<file path="src/rtl/mem_pkg.sv">
// Shared types for the memory-access stage and its lane-alignment helper.
// Also provides the natural-alignment test used when MEM_MISALIGN_TRAP_EN is defined.
package mem_pkg;

  localparam int XLEN_DEFAULT = 64;

  typedef enum logic [1:0] {
    MEM_B = 2'd0,
    MEM_H = 2'd1,
    MEM_W = 2'd2,
    MEM_D = 2'd3
  } mem_size_t;

  typedef enum logic [1:0] {
    ST_IDLE = 2'd0,
    ST_REQ  = 2'd1,
    ST_RESP = 2'd2
  } state_t;

  function automatic logic is_misaligned(input mem_size_t size, input logic [2:0] lane);
    case (size)
      MEM_H:   return lane[0];
      MEM_W:   return |lane[1:0];
      MEM_D:   return |lane;
      default: return 1'b0;
    endcase
  endfunction

endpackage

</file>
<file path="src/rtl/mem_lane_align.sv">
// Combinational byte-lane steering: store strobes/shift and load extract/extend.
// Lanes shifted past byte 7 are dropped; doublewords always strobe every lane.
module mem_lane_align
  import mem_pkg::*;
#(
  parameter int XLEN = XLEN_DEFAULT
) (
  input  logic [2:0]      lane,
  input  mem_size_t       size,
  input  logic            is_unsigned,
  input  logic [XLEN-1:0] store_data,
  input  logic [XLEN-1:0] load_rdata,
  output logic [7:0]      wstrb,
  output logic [XLEN-1:0] wdata,
  output logic [XLEN-1:0] load_data
);

  logic [5:0]      shamt;
  logic [XLEN-1:0] rdata_sh;

  function automatic logic [XLEN-1:0] extend(input logic [XLEN-1:0] v, input mem_size_t s,
                                             input logic u);
    case (s)
      MEM_B:   return {{(XLEN-8){v[7] & ~u}}, v[7:0]};
      MEM_H:   return {{(XLEN-16){v[15] & ~u}}, v[15:0]};
      MEM_W:   return {{(XLEN-32){v[31] & ~u}}, v[31:0]};
      default: return v;
    endcase
  endfunction

  assign shamt    = {lane, 3'b000};
  assign wdata    = store_data << shamt;
  assign rdata_sh = load_rdata >> shamt;

  always_comb begin
    wstrb = 8'h00;
    case (size)
      MEM_B:   wstrb = 8'h01 << lane;
      MEM_H:   wstrb = 8'h03 << lane;
      MEM_W:   wstrb = 8'h0F << lane;
      default: wstrb = 8'hFF;
    endcase
  end

  assign load_data = extend(rdata_sh, size, is_unsigned);

endmodule

</file>
<file path="src/rtl/mem_access_stage.sv">
// MEM stage: valid/ready data-memory access with lane steering, response timeout and stall.
// Define MEM_MISALIGN_TRAP_EN to fault misaligned accesses instead of issuing them.
module mem_access_stage
  import mem_pkg::*;
#(
  parameter int XLEN           = XLEN_DEFAULT,
  parameter int TIMEOUT_CYCLES = 255
) (
  input  logic            clk,
  input  logic            reset,
  input  logic [XLEN-1:0] pc_in,
  input  logic [XLEN-1:0] alu_result_in,
  input  logic [XLEN-1:0] data2_in,
  input  logic [4:0]      rd_in,
  input  logic            branch_in,
  input  logic            mem_read_in,
  input  logic            mem_write_in,
  input  logic            mem_to_reg_in,
  input  logic            reg_write_in,
  input  logic            zero_in,
  input  logic [1:0]      mem_size_in,
  input  logic            mem_unsigned_in,
  output logic            dmem_req_valid,
  input  logic            dmem_req_ready,
  output logic [XLEN-1:0] dmem_addr,
  output logic            dmem_we,
  output logic [XLEN-1:0] dmem_wdata,
  output logic [7:0]      dmem_wstrb,
  input  logic            dmem_rsp_valid,
  input  logic [XLEN-1:0] dmem_rdata,
  output logic            stall_out,
  output logic            pcsrc_out,
  output logic [XLEN-1:0] load_data_out,
  output logic [XLEN-1:0] alu_result_out,
  output logic [4:0]      rd_out,
  output logic            mem_to_reg_out,
  output logic            reg_write_out,
`ifdef MEM_MISALIGN_TRAP_EN
  output logic            misalign_fault_out,
`endif
  output logic            bus_err_out
);

  localparam logic [7:0] TMO_LAST = 8'(TIMEOUT_CYCLES - 1);

  state_t          state;
  logic [7:0]      cnt;
  logic [XLEN-1:0] cap_addr;
  logic [XLEN-1:0] cap_data;
  mem_size_t       cap_size;
  logic            cap_unsigned;
  logic            cap_we;

  logic            mem_op;
  logic            rsp_done;
  logic            timeout;
  logic            misalign;
  logic            complete;
  logic [XLEN-1:0] lane_load;
  logic            unused_pc;

  assign mem_op   = mem_read_in | mem_write_in;
  assign rsp_done = (state == ST_RESP) & dmem_rsp_valid;
  // A response landing on the last allowed cycle still counts as success.
  assign timeout  = (state != ST_IDLE) & (cnt == TMO_LAST) & ~rsp_done;

`ifdef MEM_MISALIGN_TRAP_EN
  assign misalign = (state == ST_IDLE) & mem_op
                  & is_misaligned(mem_size_t'(mem_size_in), alu_result_in[2:0]);
  assign misalign_fault_out = misalign;
`else
  assign misalign = 1'b0;
`endif

  assign complete  = rsp_done | timeout | misalign;
  assign stall_out = mem_op & ~complete;

  always_ff @(posedge clk or negedge reset) begin
    if (!reset) begin
      state          <= ST_IDLE;
      cnt            <= 8'd0;
      cap_addr       <= '0;
      cap_data       <= '0;
      cap_size       <= MEM_B;
      cap_unsigned   <= 1'b0;
      cap_we         <= 1'b0;
      dmem_req_valid <= 1'b0;
    end else begin
      case (state)
        ST_IDLE: begin
          cnt <= 8'd0;
          if (mem_op && !misalign) begin
            cap_addr       <= alu_result_in;
            cap_data       <= data2_in;
            cap_size       <= mem_size_t'(mem_size_in);
            cap_unsigned   <= mem_unsigned_in;
            cap_we         <= mem_write_in;
            dmem_req_valid <= 1'b1;
            state          <= ST_REQ;
          end
        end
        ST_REQ: begin
          cnt <= cnt + 8'd1;
          if (timeout) begin
            dmem_req_valid <= 1'b0;
            state          <= ST_IDLE;
          end else if (dmem_req_ready) begin
            dmem_req_valid <= 1'b0;
            state          <= ST_RESP;
          end
        end
        ST_RESP: begin
          cnt <= cnt + 8'd1;
          if (complete) state <= ST_IDLE;
        end
        default: begin
          dmem_req_valid <= 1'b0;
          state          <= ST_IDLE;
        end
      endcase
    end
  end

  assign dmem_addr = {cap_addr[XLEN-1:3], 3'b000};
  assign dmem_we   = cap_we;

  mem_lane_align #(.XLEN(XLEN)) u_lane_align (
    .lane        (cap_addr[2:0]),
    .size        (cap_size),
    .is_unsigned (cap_unsigned),
    .store_data  (cap_data),
    .load_rdata  (dmem_rdata),
    .wstrb       (dmem_wstrb),
    .wdata       (dmem_wdata),
    .load_data   (lane_load)
  );

  assign load_data_out  = (rsp_done & ~cap_we) ? lane_load : '0;
  assign bus_err_out    = timeout;
  assign pcsrc_out      = branch_in & zero_in;
  assign alu_result_out = alu_result_in;
  assign rd_out         = rd_in;
  assign mem_to_reg_out = mem_to_reg_in;
  assign reg_write_out  = reg_write_in & ~timeout & ~misalign;
  assign unused_pc      = ^pc_in;

endmodule

</file>
<file path="config.mk">
export PLATFORM = sky130hd
export DESIGN_NAME = mem_access_stage
export DESIGN_NICKNAME = d
export VERILOG_FILES = /design/src/rtl/mem_pkg.sv /design/src/rtl/mem_lane_align.sv /design/src/rtl/mem_access_stage.sv
export SDC_FILE = /design/constraint.sdc
export NUM_CORES = 1
export LEC_CHECK = 0
export ABC_AREA = 1
export CORE_AREA = 2 2 214 216
export DETAILED_ROUTE_END_ITERATION = 8
export DIE_AREA = 0 0 216 218
export RECOVER_POWER = 100
export SLEW_MARGIN = 30
export SYNTH_ARGS = -nofsm -noshare
export SYNTH_HDL_FRONTEND = slang
export SYNTH_SLANG_ARGS = --single-unit
</file>
<file path="constraint.sdc">
create_clock -name clk -period 5.6 [get_ports clk]
set_input_delay 0.84 -clock clk [delete_from_list [all_inputs] [get_ports clk]]
set_output_delay 0.84 -clock clk [all_outputs]
set_load 0.01 [all_outputs]
</file>
==> run_1/m1.png <==
The bar under the picture is 50 um long.
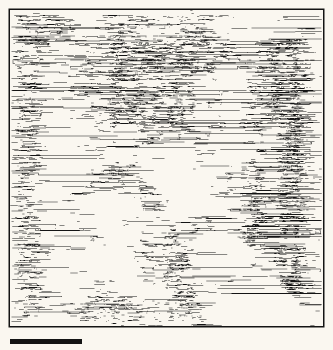
share of all routed wire = 38%
wire length on this layer = 18,900 um
longest straight run = 69.5 um
main direction = horizontal
nets with wire on the layer = 1,827

==> run_1/m2.png <==
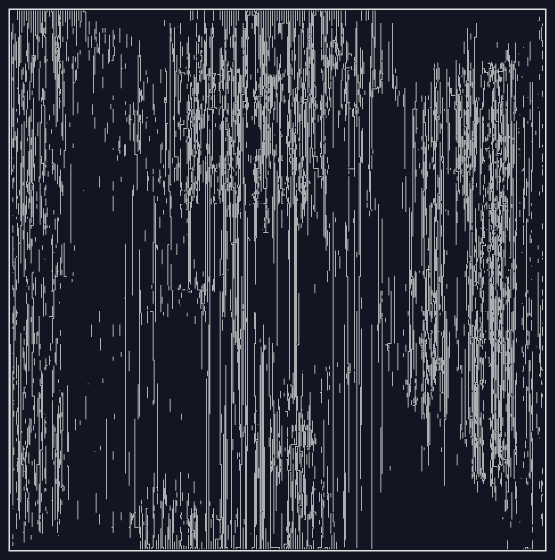
main direction = vertical
longest straight run = 137 um
share of all routed wire = 49%

==> run_1/m3.png <==
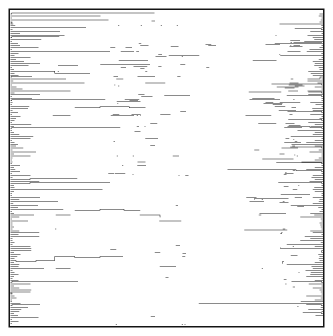
nets with wire on the layer = 395
main direction = horizontal
wire length on this layer = 4,390 um

==> run_1/m4.png <==
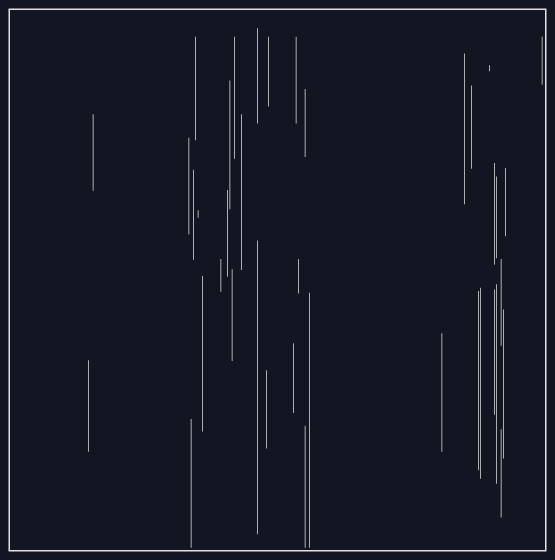
main direction = vertical
longest straight run = 118 um
share of all routed wire = 3.4%
nets with wire on the layer = 34
wire length on this layer = 1,690 um

==> run notes, run 1 <==
run metrics: worst-path fanout max 78, GRT Total Usage 20.6%, DP HPWL 37,400 um, CP startpoint kind flop, clk ins delay skew pair 0.44 ns, layout net count 2,176, RSZ-0062 raised after global routing false, flops & latches, synth 143, via count 11,626, Crit path arrival time 4.04 ns, worst r2r src state[0], tool warnings 101, Comb gate area 0.00531 mm2, yosys stat chip area 0.0108 mm2, routability congestion estimate 0.963, Mapped Area 0.0108 mm2, HP Class reg -> reg, Num CTS Buffers 17, Final Max Tran Viols 251, CTS H-tree depth 4, Fin Setup TNS 0 ns, most frequent logic cell in the layout nand2_1, Leakage 7.40 nW, starting DRC count in detailed routing 942, core area 0.0449 mm2, post-synth top area share 33.2%, register area share after synthesis 33.2%, status finished with violations, Cells after Synth 1,613, full die area 0.0471 mm2, Finished Layout Cells 2,506, number of enable flip-flop cells 0, crit path from cap_addr[0], YS warnings 0, I/O Buffers 470, crit-path cells buf_4 > buf_4 > o21ai_1 > o22ai_1 > inv_1 > o211ai_1 > dlygate4sd3_1, Hold Path Origin cap_addr[56], Top Layout Cells nand2_1 (675), dlygate4sd3_1 (240), clkdlybuf4s50_1 (229), CTS tree done, # Max-Cap Violations 2, Setup crit end kind output pin, Root Driver clkbuf_16, leading area contributor after synthesis dfrtp_1, CTS sink cnt 143, failing checks capacitance limit, slew limit, fraction of registers with async set/reset 100%, pin count of the biggest net entering global routing 156, WP data required 4.76 ns, global-route wire length before repair 73,100 um, DRT Pass-1 Iters 5, die width 216 um, vias in the first global route 11,882, wire length per cell 19.6 um, kind of critical path reg -> out, Tmin final 4.88 ns, slowest CP cell dfrtp_1, Max Freq 205 MHz, worst slew pin tran 3.12 ns, FP Rows 78, cts hold-fix bufs 0, max_slew headroom -108%, post-route ant nets 0, register area 0.00358 mm2, Final Cycle Share 87.1%, slowest cell delay on critical path 0.94 ns, Buffers & Inverters on Critical Path 4, I/O pin total 550, detailed-route vias per instance 4.64, FILL cells 4,802, top cells, area dfrtp_1 (33%), nand2_1 (23%), buf_4 (9.8%), Die Span Y 218 um, delay-heaviest family, CP buffers and inverters, Power per Cell Area 566 mW/mm2, initial core utilization 24.0%, post-placement cell count 2,471, total grt overflow 0, syn avg cell area 6.68 um2, cell count in the Yosys report 1,613, VDD IR max 333 uV, post-CTS setup buffers 0, final setup vio count 0, CP dominant cell by count buf_4, fraction of layout cells with a size suffix above 1 5.83%, main flop type dfrtp_1, synthesis-to-finish area growth 43.6%, worst clock skew 0.0101 ns, clock slew at reported path FFs 0.06 ns, Final Hold Viols 0, fin util 34.5%, Clock Tree Buf Depth 2, Resize count post-CTS 0, # DRC 0, final wirelength 49,100 um, Yosys cell types 41, initial antenna violation count 7
run 1: cells by family (layout without fill, tap and decap cells):
family	after synthesis	count (layout)	synth area share [%]
adders and majority gates	12	12	1.39
and+or+nand+nor	856	856	33.4
xor gates and xnor gates	1	1	0.0813
other	1	6	0.0348
buffers and inverters	332	620	17.3
DFF	143	143	33.2
AOI/OAI and AO/OA	268	268	14.6
run 1: layout make-up:
cell class              instances  area share (%)
multi-input cells            1140            34.3
repair buffers                488            31.3
flip-flops and latches        143            23.1
well taps                     600            4.85
clock buffers                  17            2.75
inverters                     100            2.44
clock inverters                15            1.21
diodes                          3          0.0485
run 1: where the power goes:
group	leakage [nW]	internal (mW)	switching, mW
Combinational	5.33	2.08	3.60
Clock	0.304	0.680	0.537
Sequential	1.77	1.52	0.337
Total	7.40	4.28	4.47
run 1: sequential cells by signal, indices dropped and copies added, names as in the netlist:
signal          cells
dmem_we             1
dmem_req_valid      1
cap_unsigned        1
cap_addr           64
cap_size            2
state               2
cap_data           64
cnt                 8
run 1: cells in the mapped netlist, types with 19 or more instances:
cell and instances:
o21ai_0 117, buf_4 140, clkbuf_1 56, o211ai_1 24, a21oi_1 48, nor2_1 86
nand2_1 674, dfrtp_1 143, o21ai_1 26, o221ai_1 20, inv_1 93, buf_2 19
nor2_4 33, nand3_1 23
run 1: worst paths after layout:
kind / slack, ns / end / depth (start not counted)
min in group asynchronous: 1.19 / cap_addr[51] / 1
max: 0.72 / dmem_wdata[50] / 7
min: 0.47 / cap_addr[56] / 2
min reg2reg: 0.47 / cap_addr[56] / 2
max reg2reg: 1.35 / cap_data[38] / 7
max in group asynchronous: 2.09 / cap_addr[27] / 2
run 1: worst register-to-register path: cells and delay by family, from the launching register on:
kind	cells	cell delay, ns
adder cells (fa/ha/maj)	1	0.24
buffers and inverters	3	2.46
flip-flops	1	0.42
AND/OR/NAND/NOR	3	1.07
run 1: metrics by stage:
step / worst slack (ns) / power (mW) / hold WS [ns] / cell area [um2]
floorplan: 2.90 / 5.27 / 0.425 / 10800
global placement: 1.47 / 7.81 / 0.453 / 14900
detailed placement: 1.48 / 7.85 / 0.459 / 14900
CTS: 1.11 / 9.12 / 0.475 / 15500
global route: 0.475 / 9.49 / 0.489 / 15500
finish: 0.722 / 8.75 / 0.466 / 15500
run 1: layer usage:
metal | wire length [um] | global-route usage (%) | up-vias
met5 | 10 | 0 | -
li1 | - | - | 5525
met3 | 4390 | 6.39 | 88
met2 | 24100 | 36.3 | 566
met1 | 18900 | 23.4 | 5445
met4 | 1690 | 7.95 | 2
## Run 2: what changed since run 1
CELL_PAD_IN_SITES_DETAIL_PLACEMENT = 1   (was default)
CELL_PAD_IN_SITES_GLOBAL_PLACEMENT = 1   (was default)
HOLD_SLACK_MARGIN = 0.08   (was default)
PLACE_DENSITY_LB_ADDON = 0.1   (was default)
==> run 2 against run 1 <==
Compared with the run above:
- the run still ends with capacitance limit, slew limit left
- routed wire length up 5.8%
- fmax is 2.3% lower
- cell area is 0.13% lower
- via count shrank 0.83%
- sequential power grew 4%
- clock-buffer cell count increased by 3
- highest routed layer unchanged
==> run notes, run 2 <==
run metrics: status finished with violations (unchanged), failing checks capacitance limit, slew limit (unchanged), DRT Pass-1 Iters 5 (unchanged), Final Cycle Share 89.1% (was 87.1%), detailed-route vias per instance 4.60 (was 4.64), post-CTS setup buffers 0 (unchanged), worst clock skew 0.00975 ns (was 0.0101 ns), VDD IR max 238 uV (was 333 uV), CP startpoint kind flop (unchanged), I/O Buffers 470 (unchanged), Cells after Synth 1,613 (unchanged), clock slew at reported path FFs 0.07 ns (was 0.06 ns), layout net count 2,178 (was 2,176), main flop type dfrtp_1 (unchanged), WP data required 4.76 ns (about the same), Leakage 7.36 nW (was 7.40 nW), Top Layout Cells nand2_1 (674), dlygate4sd3_1 (240), clkdlybuf4s50_1 (229) (was nand2_1 (675), dlygate4sd3_1 (240), clkdlybuf4s50_1 (229)), Final Hold Viols 0 (unchanged), post-synth top area share 33.2% (unchanged), initial antenna violation count 6 (was 7), final wirelength 52,000 um (was 49,100 um), Final Max Tran Viols 240 (was 251), fraction of layout cells with a size suffix above 1 5.88% (was 5.83%), Resize count post-CTS 0 (unchanged), CTS H-tree depth 4 (unchanged), CTS sink cnt 143 (unchanged), full die area 0.0471 mm2 (unchanged), Yosys cell types 41 (unchanged), r2r setup slk 1.50 ns (was 1.35 ns), R2R depth 7 (unchanged), number of enable flip-flop cells 0 (unchanged), Num CTS Buffers 17 (unchanged), top cells, area dfrtp_1 (33%), nand2_1 (23%), buf_4 (9.8%) (unchanged), initial core utilization 24.0% (unchanged), kind of critical path reg -> out (unchanged), crit-path cells inv_1 > o21ai_0 > o21ai_0 > o21ai_0 > inv_1 > nor2_4 > dlygate4sd3_1 (was buf_4 > buf_4 > o21ai_1 > o22ai_1 > inv_1 > o211ai_1 > dlygate4sd3_1), Power per Cell Area 566 mW/mm2 (about the same), synthesis-to-finish area growth 43.4% (was 43.6%), yosys stat chip area 0.0108 mm2 (unchanged), wire length per cell 20.7 um (was 19.6 um), Mapped Area 0.0108 mm2 (unchanged), Tmin final 4.99 ns (was 4.88 ns), register area share after synthesis 33.2% (unchanged), die width 216 um (unchanged), flops & latches, synth 143 (unchanged), # DRC 0 (unchanged), RSZ-0062 raised after global routing false (unchanged), Fin Setup TNS 0 ns (unchanged), slowest CP cell inv_1 (was dfrtp_1), YS warnings 0 (unchanged), worst-path fanout max 59 (was 78), total grt overflow 0 (unchanged), via count 11,530 (was 11,626), cell count in the Yosys report 1,613 (unchanged), Crit path arrival time 4.15 ns (was 4.04 ns), # Max-Cap Violations 4 (was 2), clk ins delay skew pair 0.44 ns (about the same), routability congestion estimate 0.910 (was 0.963), Die Span Y 218 um (unchanged), crit path from cap_addr[0] (unchanged), worst slew pin tran 2.43 ns (was 3.12 ns), worst r2r src state[1] (was state[0]), post-route ant nets 0 (unchanged), DP HPWL 39,600 um (was 37,400 um), syn avg cell area 6.68 um2 (unchanged), vias in the first global route 12,093 (was 11,882), pin count of the biggest net entering global routing 90 (was 156), I/O pin total 550 (unchanged), CTS tree done (unchanged), Hold Path Depth 2 (unchanged), most numerous cell in the Yosys netlist nand2_1 (unchanged), crit path capture load_data_out[37] (was dmem_wdata[50]), Clock Tree Buf Depth 2 (unchanged), FP Rows 78 (unchanged), Max Freq 200 MHz (was 205 MHz), reg-to-reg endpoint cap_data[37] (was cap_data[38]), CP dominant cell by count o21ai_0 (was buf_4), top flop regs cap_addr (64), cap_data (64), cnt (8) (unchanged), starting DRC count in detailed routing 653 (was 942), Root Driver clkbuf_16 (unchanged), slowest cell delay on critical path 0.92 ns (was 0.94 ns), max_slew headroom -62.1% (was -108%), Setup crit end kind output pin (unchanged), leading area contributor after synthesis dfrtp_1 (unchanged), fraction of registers with async set/reset 100% (unchanged), global-route wire length before repair 77,200 um (was 73,100 um), synth cell count leaders nand2_1 (674), dfrtp_1 (143), buf_4 (140), o21ai_0 (117), inv_1 (93) (unchanged), tool warnings 99 (was 101), cts hold-fix bufs 0 (unchanged), Final Power 8.74 mW (was 8.75 mW), most frequent logic cell in the layout nand2_1 (unchanged), core area 0.0449 mm2 (unchanged), HP Class reg -> reg (unchanged), final setup vio count 0 (unchanged)
run 2: cell types whose count changed in the layout (fill, tap and decap cells not counted), sizes merged:
cell      previous run  this run
inv                109       101
clkbuf              22        26
clkinv               4         8
buf                 14        15
clkinvlp             0         1
diode                3         2
run 2: cell type report:
type | count | area, um2
Fill cell | 5577 | 29400
Multi-Input combinational cell | 1140 | 5300
Timing Repair Buffer | 490 | 4840
Sequential cell | 143 | 3580
Tap cell | 600 | 751
Clock buffer | 20 | 447
Inverter | 100 | 377
Clock inverter | 12 | 135
Antenna cell | 2 | 5.00
run 2: power by group:
group / total, mW / switching, mW / internal, mW
Combinational: 5.66 / 3.61 / 2.05
Sequential: 1.93 / 0.400 / 1.53
Clock: 1.16 / 0.487 / 0.671
run 2: critical path: cells and delay by family, from the launching register on:
| family | cells | cell delay [ns] |
|---|---|---|
| simple gates | 1 | 0.04 |
| flops | 1 | 0.72 |
| buf+inv | 3 | 1.67 |
| compound gates | 3 | 1.28 |
run 2: worst min-delay path by stage:
stage | slack [ns] | to | startpoint
2_1_floorplan | 0.43 | cnt[7] | cnt[7]
6_report | 0.47 | cap_addr[11] | cap_addr[11]
4_1_cts | 0.26 | cap_addr[3] | reset
3_3_place_gp | 0.45 | cnt[7] | cnt[7]
3_5_place_dp | 0.46 | cap_addr[11] | cap_addr[11]
5_1_grt | 0.49 | cap_addr[40] | cap_addr[40]
run 2: kinds of logic after synthesis:
| kind of cell | share of synthesized area, % |
|---|---|
| compound gates | 14.6 |
| buf+inv | 17.3 |
| simple gates | 33.4 |
| xor+xnor | 0.0813 |
| fa+ha+maj | 1.39 |
| other cells | 0.0348 |
| flops | 33.2 |
run 2: routing by layer:
metal / vias up / global-route usage, % / part of all wire [%]
met2: 404 / 37.4 / 49
met5: - / 0 / 0.075
met4: 6 / 7.85 / 3.2
li1: 5513 / - / -
met3: 73 / 6.95 / 8.0
met1: 5534 / 25.5 / 40
run 2: metrics by stage:
step           instances  setup slack, ns  hold WS (ns)  cell area [um2]  utilization [%]
4_1_cts             2505            0.977         0.260            15500             34.5
5_1_grt             2505            0.367         0.488            15400             34.4
3_5_place_dp        2473             1.40         0.459            14900             33.2
3_3_place_gp        2473             1.44         0.452            14900             33.2
2_1_floorplan       1615             2.90         0.425            10800                -
6_report            2507            0.610         0.466            15400             34.4
==> run_2/m1.png <==
The bar under the picture is 50 um long.
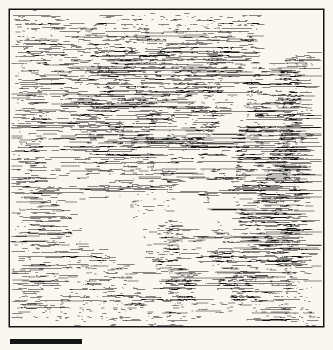
wire length on this layer = 20.8 mm
nets with wire on the layer = 1,851
main direction = horizontal
longest straight run = 102 um
share of all routed wire = 40%

==> run_2/congestion_map.png <==
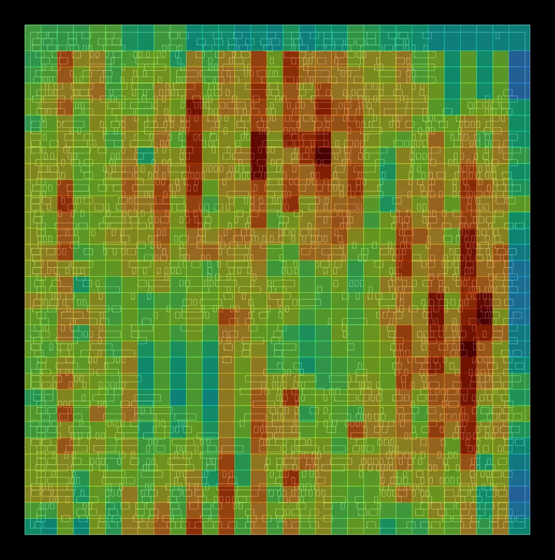
global route hottest layer: met2
met2 GRT Util: 37.4%
grt met1 use: 25.5%
GRT Total Usage: 21.8%
fin util: 34.4%

No activity file was given, so power comes from the tool's default toggle rates.
